==> config.mk <==
export PLATFORM = sky130hd
export DESIGN_NAME = multiplicador_param
export DESIGN_NICKNAME = d
export VERILOG_FILES = /design/src/rtl/multiplicador_pkg.sv /design/src/rtl/multiplicador_param_mul_step.sv /design/src/rtl/multiplicador_param.sv
export SDC_FILE = /design/constraint.sdc
export NUM_CORES = 1
export LEC_CHECK = 0
export CAP_MARGIN = 20
export CORE_UTILIZATION = 60
export CTS_CLUSTER_SIZE = 28
export DETAILED_ROUTE_END_ITERATION = 12
export GPL_TIMING_DRIVEN = 0
export PLACE_DENSITY = 0.87
export SYNTH_ARGS = -nofsm -noshare
export SYNTH_HDL_FRONTEND = slang
export SYNTH_SLANG_ARGS = --single-unit
==> constraint.sdc <==
create_clock -name clk -period 7.25 [get_ports clk]
set_clock_uncertainty 0.2 [all_clocks]
set_input_delay 1.0875 -clock clk [delete_from_list [all_inputs] [get_ports clk]]
set_output_delay 1.0875 -clock clk [all_outputs]
set_load 0.005 [all_outputs]
==> src/rtl/multiplicador_pkg.sv <==
// Shared types and parameter checks for the multiplicador family
// (multiplier today, divider later).
package multiplicador_pkg;

    typedef enum logic [1:0] {
        IDLE = 2'd0,
        CALC = 2'd1,
        DONE = 2'd2
    } state_e;

    // Valid widths are even and at least 4. Bits per cycle must be 1, 2 or 4
    // and must divide the width.
    function automatic bit legal_bits_per_cycle(input int width, input int bpc);
        return (bpc == 1 || bpc == 2 || bpc == 4) && (width % bpc == 0) &&
               (width >= 4) && (width % 2 == 0);
    endfunction

endpackage

==> src/rtl/multiplicador_param_mul_step.sv <==
// Combinational partial-product adder: acc + mcand * slice, with the
// multiplicand already aligned to the current multiplier bit position.
module mul_step #(
    parameter int ACC_W = 64,
    parameter int BITS  = 1
) (
    input  logic [ACC_W-1:0] acc_i,
    input  logic [ACC_W-1:0] mcand_i,
    input  logic [BITS-1:0]  slice_i,
    output logic [ACC_W-1:0] acc_o
);

    always_comb begin
        acc_o = acc_i;
        for (int i = 0; i < BITS; i++) begin
            if (slice_i[i]) acc_o = acc_o + (mcand_i << i);
        end
    end

endmodule

==> src/rtl/multiplicador_param.sv <==
// Sequential shift-add multiplier, unsigned or two's-complement per operation,
// retiring BITS_PER_CYCLE multiplier bits per clock.
module multiplicador_param
    import multiplicador_pkg::*;
#(
    parameter int WIDTH          = 32,
    parameter int BITS_PER_CYCLE = 1
) (
    input  logic                 clk,
    input  logic                 reset,
    input  logic [WIDTH-1:0]     a,
    input  logic [WIDTH-1:0]     b,
    input  logic                 signed_mode,
    input  logic                 valid_data,
    input  logic                 ack,
    output logic [2*WIDTH-1:0]   producto,
    output logic                 Done_Flag,
    output logic                 busy
);

    localparam int N  = WIDTH / BITS_PER_CYCLE;
    localparam int CW = $clog2(N + 1);

    if (!legal_bits_per_cycle(WIDTH, BITS_PER_CYCLE)) begin : g_bad_param
        $error("multiplicador_param: illegal WIDTH/BITS_PER_CYCLE combination");
    end

    state_e               state_q, state_d;
    logic [CW-1:0]        cnt_q, cnt_d;
    logic [2*WIDTH-1:0]   acc_q, acc_d;
    logic [2*WIDTH-1:0]   mcand_q, mcand_d;
    logic [2*WIDTH-1:0]   prod_q, prod_d;
    logic [WIDTH-1:0]     mplier_q, mplier_d;
    logic                 sign_q, sign_d;

    logic [WIDTH-1:0]     a_mag, b_mag;
    logic [2*WIDTH-1:0]   acc_step;

    mul_step #(
        .ACC_W (2*WIDTH),
        .BITS  (BITS_PER_CYCLE)
    ) u_step (
        .acc_i   (acc_q),
        .mcand_i (mcand_q),
        .slice_i (mplier_q[BITS_PER_CYCLE-1:0]),
        .acc_o   (acc_step)
    );

    always_comb begin
        // Magnitude of the most negative value wraps to itself, which is the
        // correct unsigned magnitude 2^(WIDTH-1).
        a_mag = (signed_mode && a[WIDTH-1]) ? -a : a;
        b_mag = (signed_mode && b[WIDTH-1]) ? -b : b;

        state_d  = state_q;
        cnt_d    = cnt_q;
        acc_d    = acc_q;
        mcand_d  = mcand_q;
        mplier_d = mplier_q;
        prod_d   = prod_q;
        sign_d   = sign_q;

        case (state_q)
            IDLE: begin
                if (valid_data) begin
                    sign_d = signed_mode & (a[WIDTH-1] ^ b[WIDTH-1]);
                    if (a == '0 || b == '0) begin
                        prod_d  = '0;
                        state_d = DONE;
                    end else begin
                        acc_d    = '0;
                        mcand_d  = {{WIDTH{1'b0}}, a_mag};
                        mplier_d = b_mag;
                        cnt_d    = CW'(N);
                        state_d  = CALC;
                    end
                end
            end
            CALC: begin
                acc_d    = acc_step;
                mcand_d  = mcand_q << BITS_PER_CYCLE;
                mplier_d = mplier_q >> BITS_PER_CYCLE;
                cnt_d    = cnt_q - CW'(1);
                if (cnt_q == CW'(1)) begin
                    prod_d  = sign_q ? -acc_step : acc_step;
                    state_d = DONE;
                end
            end
            DONE: begin
                if (ack) state_d = IDLE;
            end
            default: state_d = IDLE;
        endcase
    end

    always_ff @(posedge clk) begin
        if (reset) begin
            state_q  <= IDLE;
            cnt_q    <= '0;
            acc_q    <= '0;
            mcand_q  <= '0;
            mplier_q <= '0;
            prod_q   <= '0;
            sign_q   <= 1'b0;
        end else begin
            state_q  <= state_d;
            cnt_q    <= cnt_d;
            acc_q    <= acc_d;
            mcand_q  <= mcand_d;
            mplier_q <= mplier_d;
            prod_q   <= prod_d;
            sign_q   <= sign_d;
        end
    end

    assign producto  = prod_q;
    assign Done_Flag = (state_q == DONE);
    assign busy      = (state_q != IDLE);

endmodule
Sizing map:
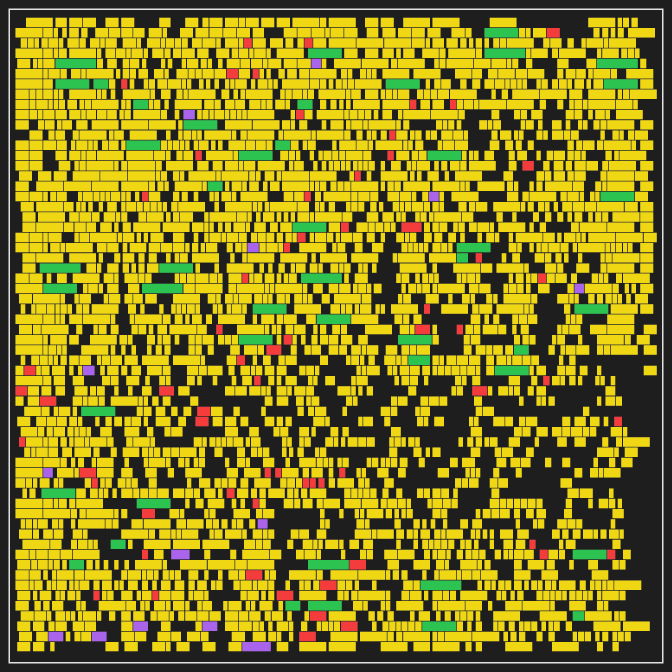
legend:
  _0 and _1 cells:
    color: yellow
    cells: 2527
  _3 and _4 cells:
    color: purple
    cells: 14
  _6 and larger:
    color: green
    cells: 46
  _2 cells:
    color: red
    cells: 65

Routed clock nets over the placement:
The bar under the picture is 50 µm long.
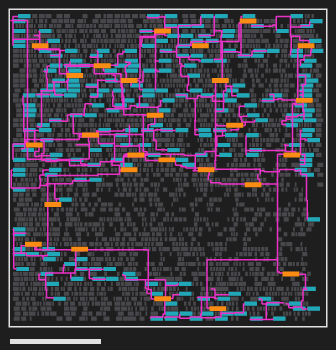
legend:
  flip-flops:
    color: cyan
    count: 233
  clock drivers:
    color: orange
    count: 26
  clock wires:
    color: magenta
    length: 3230 µm
flops lie: all over the die

==> notes.md <==
flow finished, numbers: area of the die=30000 µm², final max-slew violation count=0, worst endpoint required time=7.48 ns, top routing layer used=met4, Async SR Flop Fraction=0, die height=173 µm, CTS resizes=0, vias in the first global route=19400, Distinct cells, synth=83, yosys stat chip area=17600 µm², final setup vio count=0, RSZ-0062 raised after global routing=false, Max Clock Freq=150 MHz, RR Endpoint=acc_q[0]$_SDFFE_PP0P_, layout net count=2770, status=finished clean, CP max FO=10, Clk Latency, worst-skew pair=0.57 ns, Max Root-Sink Buffers=3, Top cells excl fill/tap=345 x nand2_1, 264 x nor2_1, 247 x a21oi_1, total power=3.65 mW, number of remaining DRC errors=0, first-pass GRT wire length=108 mm, met1 wire length=25.8 mm, met3 WL=7.62 mm, Final min period=6.67 ns, root buffer cell=clkbuf_16, worst vdd ir=0.215 mV, routed length on met2=31.1 mm, hold_buf cts=0, hold_sp=mplier_q[21]$_SDFFE_PP0P_, crit share post-route=0.920, setup bufs post-CTS=0, TritonCTS Buffers=26, max_cap viols=0, Seq cells post-synth=233, most frequent logic cell in the layout=nand2_1, syn nets=2604, RD Place Congestion=1.11, R2R setup slack=0.58 ns, grt total ovfl=0, Ys Warns=0, R2R depth=11, Sum Neg Setup Slack=0 ns, Final ANT Viol Nets=0, Syn Std Cell Area=17600 µm², crit path kind=reg2reg, input/output buffers=134, Final Non-Filler Cells=3037, Post-synth EDFFs=0, yosys cell count=2466, CTS Sinks=233, final hold viol count=0, Via Count=20900, Pleak=7.38 nW, vias per inst=6.87, Placed Instances=2986, Clk pin slew, worst setup/hold paths=0.07 ns, GR Util met1=0.530, Die W=173 µm, Area Growth Syn to Fin=16.2%, Main synth FF type=dfxtp_1, worst-margin pin slew=1.20 ns, type of element capturing the critical path=register, initial core utilization=0.612, Setup crit start kind=register, post-DR wirelength/cell=23.6 µm, share of cells above drive strength 1=0.0471, syn_area_per_cell=7.14 µm², TritonRoute pass-1 iters=7, DR iter-0 viols=2562, CTS tree=done, busiest grt layer=met2, GR Util met2=0.733
Yosys cell counts, drive strengths merged (15+ instances only):
master,n,area share
ha,68,0.048
o211ai,80,0.036
xnor2,72,0.036
nor2,265,0.057
a21oi,247,0.070
inv,31,0.0066
xor2,72,0.036
clkbuf,131,0.028
a31oi,74,0.026
nor2b,18,0.0064
or4,18,0.0083
nand2,345,0.074
or3,21,0.0077
nand3,89,0.025
a211oi,21,0.0095
mux2i,20,0.011
a21o,25,0.011
nand2b,23,0.0082
nand4,53,0.019
a22oi,32,0.014
o31ai,40,0.017
nor4,15,0.0062
a21boi,15,0.0064
nor3,73,0.021
dfxtp,233,0.26
o21ai,148,0.042
buf,47,0.015
o21a,20,0.0085
state kept, by name (all words and copies together) (netlist names):
signal	cells
mcand_q	64
mplier_q	32
producto	64
state_q	2
cnt_q	6
acc_q	64
sign_q	1
per-stage QoR:
| stage | setup slack [ns] | area [µm²] |
|---|---|---|
| finish | 0.581 | 20500 |
| global route | 0.763 | 20500 |
| CTS | 1.23 | 20500 |
| detailed placement | 1.08 | 19400 |
| global placement | 1.19 | 19400 |
| floorplan | 2.49 | 17600 |
final cells by class:
type / count / area (µm²)
inverter: 31 / 116
timing repair buffer: 138 / 1360
antenna: 1 / 2.50
clock inverter: 20 / 347
multi-input combinational: 2024 / 12100
fill: 2352 / 8310
tap: 384 / 480
buffer: 178 / 762
clock buffer: 28 / 658
sequential: 233 / 4660
worst max path at each step:
| stage | cells past startpoint | start | to | slack [ns] |
|---|---|---|---|---|
| global route | 11 | mplier_q[0]$_SDFFE_PP0P_ | acc_q[0]$_SDFFE_PP0P_ | 0.76 |
| global placement | 13 | a[8] | acc_q[54]$_SDFFE_PP0P_ | 1.19 |
| floorplan | 13 | a[8] | mcand_q[22]$_SDFFE_PP0P_ | 2.49 |
| finish | 11 | mplier_q[0]$_SDFFE_PP0P_ | acc_q[0]$_SDFFE_PP0P_ | 0.58 |
| CTS | 11 | mplier_q[0]$_SDFFE_PP0P_ | acc_q[0]$_SDFFE_PP0P_ | 1.23 |
| detailed placement | 13 | a[8] | acc_q[56]$_SDFFE_PP0P_ | 1.08 |
worst max-delay path, stage by stage, from the launching register on:
cell and delay [ns]:
dfxtp_1 0.53, clkbuf_1 0.62, buf_2 0.40, buf_1 0.54, buf_2 0.40, buf_1 0.78
clkbuf_1 0.79, clkbuf_1 0.72, buf_1 0.63, o21ai_0 0.54, a32oi_1 0.30, nor2_1 0.06
power by group:
| group | switching (mW) | internal [mW] |
|---|---|---|
| Sequential | 0.0386 | 1.32 |
| Combinational | 0.482 | 0.232 |
| Clock | 0.621 | 0.954 |
| Total | 1.14 | 2.51 |
kinds of logic (layout without fill, tap and decap cells):
logic type / count (synthesis) / count (layout) / share of synthesized area
compound gates: 811 / 811 / 0.295
xor+xnor: 144 / 144 / 0.0716
fa+ha+maj: 69 / 69 / 0.0494
buf+inv: 209 / 395 / 0.0499
flops: 233 / 233 / 0.265
mux: 24 / 24 / 0.0139
other cells: 0 / 1 / 0
simple gates: 976 / 976 / 0.255
No activity file was given, so power comes from the tool's default toggle rates.
